$ cat config.mk
export PLATFORM = sky130hd
export DESIGN_NAME = coherence_arbiter
export DESIGN_NICKNAME = d
export VERILOG_FILES = /design/src/rtl/coherence_arbiter.sv
export SDC_FILE = /design/constraint.sdc
export NUM_CORES = 1
export LEC_CHECK = 0
export ABC_AREA = 1
export CAP_MARGIN = 20
export CORE_MARGIN = 2
export CORE_UTILIZATION = 37
export CTS_CLUSTER_DIAMETER = 200
export DETAILED_ROUTE_END_ITERATION = 16
export PLACE_DENSITY = 0.81
export SYNTH_ARGS = -nofsm -noshare
export SYNTH_HDL_FRONTEND = slang
export SYNTH_SLANG_ARGS = --single-unit
$ cat constraint.sdc
create_clock -name clock -period 1.1 [get_ports clock]
set_clock_uncertainty 0.05 [all_clocks]
set_input_delay 0.22 -clock clock [delete_from_list [all_inputs] [get_ports clock]]
set_output_delay 0.22 -clock clock [all_outputs]
set_load 0.02 [all_outputs]
$ cat src/rtl/coherence_arbiter.sv
// ---------------------------------------------------------------------------
// coherence_arbiter
//
// Round-robin arbiter that funnels per-cache requests onto one memory port.
// Each request is read or write. A write that completes while more than one
// cache is present is followed by a single invalidate cycle. That cycle
// strobes every cache except the writer.
//
// Ports
//   clock                 single clock for all logic
//   reset                 synchronous, active-high reset
//   cache_request         packed per-channel {write, address, data}; channel i
//                         occupies slice i
//   cache_request_ready   per-channel request valid, held until acked
//   memory_ready          memory accepts memory_request this cycle
//   cache_request_ack     one-cycle one-hot grant pulse
//   memory_request        latched winning request
//   memory_request_ready  memory_request valid
//   grant_id              index of current/last winner
//   invalidate_address    address to invalidate, shared by all channels
//   invalidate_valid      per-channel invalidate strobe
// ---------------------------------------------------------------------------
module coherence_arbiter #(
    parameter int NUM_CACHES = 2,
    parameter int ADDR_WIDTH = 16,
    parameter int DATA_WIDTH = 8
) (
    input  logic                                            clock,
    input  logic                                            reset,
    input  logic [NUM_CACHES*(1+ADDR_WIDTH+DATA_WIDTH)-1:0] cache_request,
    input  logic [NUM_CACHES-1:0]                           cache_request_ready,
    input  logic                                            memory_ready,
    output logic [NUM_CACHES-1:0]                           cache_request_ack,
    output logic [ADDR_WIDTH+DATA_WIDTH:0]                  memory_request,
    output logic                                            memory_request_ready,
    output logic [((NUM_CACHES > 1) ? $clog2(NUM_CACHES) : 1)-1:0] grant_id,
    output logic [ADDR_WIDTH-1:0]                           invalidate_address,
    output logic [NUM_CACHES-1:0]                           invalidate_valid
);

    localparam int REQ_WIDTH   = 1 + ADDR_WIDTH + DATA_WIDTH;
    localparam int GRANT_WIDTH = (NUM_CACHES > 1) ? $clog2(NUM_CACHES) : 1;

    typedef enum logic [1:0] {IDLE, ISSUE, INVALIDATE} state_t;

    state_t                   state_reg,       state_next;
    logic [GRANT_WIDTH-1:0]   last_winner_reg, last_winner_next;
    logic [GRANT_WIDTH-1:0]   grant_id_reg,    grant_id_next;
    logic [REQ_WIDTH-1:0]     request_reg,     request_next;
    logic [NUM_CACHES-1:0]    ack_reg,         ack_next;
    logic                     issue_valid_reg, issue_valid_next;
    logic [ADDR_WIDTH-1:0]    inv_addr_reg,    inv_addr_next;
    logic [NUM_CACHES-1:0]    inv_valid_reg,   inv_valid_next;

    logic [REQ_WIDTH-1:0]     request_array [NUM_CACHES];
    logic [NUM_CACHES-1:0]    above_last;     // channels strictly after last winner
    logic [NUM_CACHES-1:0]    winner_onehot;
    logic [NUM_CACHES-1:0]    others_mask;    // every channel except the current grant
    logic [GRANT_WIDTH-1:0]   winner_hi, winner_any, winner;
    logic                     found_hi, found_any;
    logic [REQ_WIDTH-1:0]     selected_request;

    genvar gi;
    generate
        for (gi = 0; gi < NUM_CACHES; gi++) begin : g_chan
            assign request_array[gi] = cache_request[gi*REQ_WIDTH +: REQ_WIDTH];
            assign above_last[gi]    = (gi > int'(last_winner_reg));
            assign winner_onehot[gi] = (winner == GRANT_WIDTH'(gi));
            assign others_mask[gi]   = (grant_id_reg != GRANT_WIDTH'(gi));
        end
    endgenerate

    // Round robin as two priority encoders. Prefer the lowest requester above
    // the last winner. Otherwise wrap to the lowest requester overall. The
    // loop runs downward, so the lowest index is the last one written.
    always_comb begin
        found_hi   = 1'b0;
        winner_hi  = '0;
        winner_any = '0;
        for (int i = NUM_CACHES - 1; i >= 0; i--) begin
            if (cache_request_ready[i]) begin
                winner_any = GRANT_WIDTH'(i);
                if (above_last[i]) begin
                    winner_hi = GRANT_WIDTH'(i);
                    found_hi  = 1'b1;
                end
            end
        end
        found_any = |cache_request_ready;
        winner    = found_hi ? winner_hi : winner_any;
    end

    always_comb begin
        selected_request = '0;
        for (int i = 0; i < NUM_CACHES; i++) begin
            if (winner_onehot[i]) begin
                selected_request = request_array[i];
            end
        end
    end

    always_comb begin
        state_next       = state_reg;
        last_winner_next = last_winner_reg;
        grant_id_next    = grant_id_reg;
        request_next     = request_reg;
        ack_next         = '0;
        issue_valid_next = issue_valid_reg;
        inv_addr_next    = '0;
        inv_valid_next   = '0;
        case (state_reg)
            IDLE: begin
                issue_valid_next = 1'b0;
                if (found_any) begin
                    state_next       = ISSUE;
                    request_next     = selected_request;
                    last_winner_next = winner;
                    grant_id_next    = winner;
                    ack_next         = winner_onehot;
                    issue_valid_next = 1'b1;
                end
            end
            ISSUE: begin
                if (memory_ready) begin
                    issue_valid_next = 1'b0;
                    if (request_reg[REQ_WIDTH-1] && (NUM_CACHES > 1)) begin
                        state_next     = INVALIDATE;
                        inv_addr_next  = request_reg[REQ_WIDTH-2 -: ADDR_WIDTH];
                        inv_valid_next = others_mask;
                    end else begin
                        state_next = IDLE;
                    end
                end
            end
            INVALIDATE: begin
                state_next = IDLE;
            end
            default: begin
                state_next = IDLE;
            end
        endcase
    end

    always_ff @(posedge clock) begin
        if (reset) begin
            state_reg       <= IDLE;
            // Initialise to the top channel so that channel 0 wins first.
            last_winner_reg <= GRANT_WIDTH'(NUM_CACHES - 1);
            grant_id_reg    <= '0;
            request_reg     <= '0;
            ack_reg         <= '0;
            issue_valid_reg <= 1'b0;
            inv_addr_reg    <= '0;
            inv_valid_reg   <= '0;
        end else begin
            state_reg       <= state_next;
            last_winner_reg <= last_winner_next;
            grant_id_reg    <= grant_id_next;
            request_reg     <= request_next;
            ack_reg         <= ack_next;
            issue_valid_reg <= issue_valid_next;
            inv_addr_reg    <= inv_addr_next;
            inv_valid_reg   <= inv_valid_next;
        end
    end

    assign cache_request_ack    = ack_reg;
    assign memory_request       = request_reg;
    assign memory_request_ready = issue_valid_reg;
    assign grant_id             = grant_id_reg;
    assign invalidate_address   = inv_addr_reg;
    assign invalidate_valid     = inv_valid_reg;

endmodule

==> run summary <==
Figures from the flow reports.

Power and ir drop:
- After layout, the design draws a total of 4.94 mW.
- The run gives the clock network power share as 25.7%.
- The run gives the fraction of power consumed by sequential logic as 41.0%.
- The leakage power in the latest report is 1.80 nW.
- The group that draws the most power in this run is registers.
- The run gives the reported sequential group power as 2.02 mW.

Die:
- The run gives the die area as 0.00670 sq mm.

Timing:
- The run gives the slack of the critical path as -0.110 ns.
- The run puts the fmax at 827 MHz.
- The run puts the final tally of setup violations at 49.
- The run puts the final number of max-transition violations at 0.

Outcome:
- The checks that failed: negative setup slack.
- The flow ran to the end, but the final reports show violations.

Critical path:
- STA lists the startpoint of the worst register-to-register path as state_reg[1].
- Per the STA report, the cell with the highest stage delay on the worst path is sky130_fd_sc_hd__dfxtp_4.
- The largest single stage delay on the critical path is 0.37 ns.
- For the worst flop-to-flop path, the logic depth is 8.

Layout:
- After layout the signal buffers, clock cells excluded, come to 32.6% of cell area.
- The run puts the total area of sequential cells at 0.00102 sq mm.
- Relative to the synthesized area, the layout overhead comes to 67.8%.
- The run puts the net total in the final layout at 491.
- The run gives the area taken by multi-input logic gates as 0.00118 sq mm.
- The run puts the final core area utilization at 63.9%.
- After layout the clock buffers and inverters come to 2.89% of cell area.
- The run gives the antenna diode instance count as 0.
- The run gives the proportion of layout cells with a drive suffix above 1 as 36.4%.

Global route:
- The layer flagged by global routing as most heavily used is met2.

Clock tree:
- The run gives the clock insertion delay at the later pin of the skew report as 0.30 ns.
- In this run the deepest clock path goes through 2 buffers.
- The run gives the register clock-pin slew on the reported worst setup and hold paths as 0.09 ns.

Worst hold path:
- The run gives the number of instances on the worst hold path as 2.
- STA reports the tightest min-delay check as being of type flip-flop to flip-flop.

Yosys:
- Summing the areas of all xor and xnor instances in the mapped netlist gives 0% of the synthesized area.
- The run puts the top-area cell type share of the netlist area at 44.6%.

Placed design:
- The run puts the cell area reported after detailed placement at 0.00343 sq mm.

Route:
- The run puts the met3 routed wirelength at 314 um.
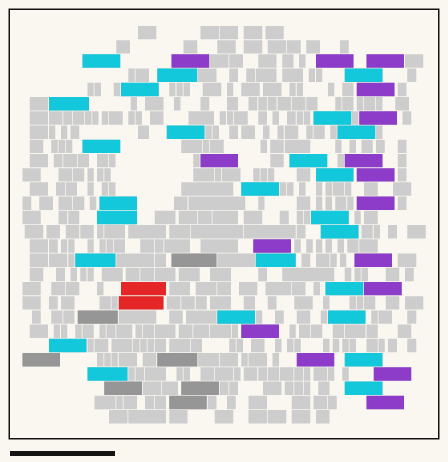
*Sequential cells grouped by signal name*
Bar = 20 um. Other sequential cells in the stronger gray, the rest of the logic in the fainter gray.
- red: `state_reg` (placed flops 2)
- purple: `invalidate_address` (placed flops 16)
- cyan: `memory_request` (placed flops 25; where spread over the die)
- not colored: 7

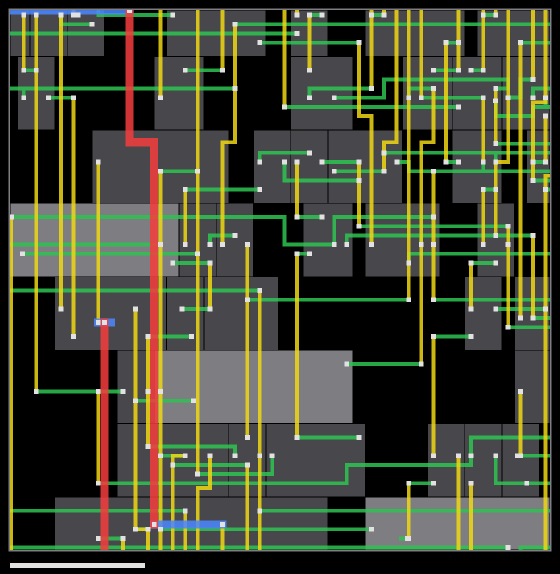
*Zoomed window*
Bar = 5 um. Window x 31 to 51, y 47 to 67 um. Cells in gray, sequential cells in the stronger gray; small squares are vias.
- blue: M3
- green: M1
- yellow: M2
- red: M4
- cells with their middle in the window: 39
- most frequent: nor2_1 (9), nand2_1 (6)
- netlist names of flops here include: `memory_request` (2), `invalidate_address` (1)
- sequential cells in the window: 3

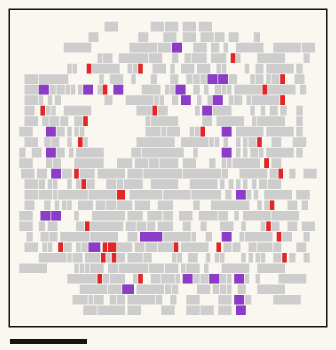
*Gate-type map*
Bar = 20 um.
- red: inv cells (cells 32)
- purple: aoi and oai cells (cells 27)
multi-input logic portion of the cell area: 31.5%
Top cell excl fill/tap: sky130_fd_sc_hd__nand2_1
final cell count without fillers: 512

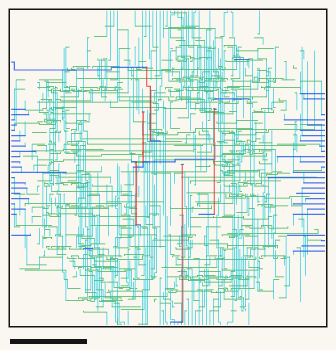
*Metal layers overlaid*
Bar = 20 um.
- cyan: M2 (wire length 3630 um)
- green: M1 (wire length 2640 um)
- blue: M3 (wire length 315 um)
- red: M4 (wire length 117 um)

Power is estimated from default activity; no workload was simulated.
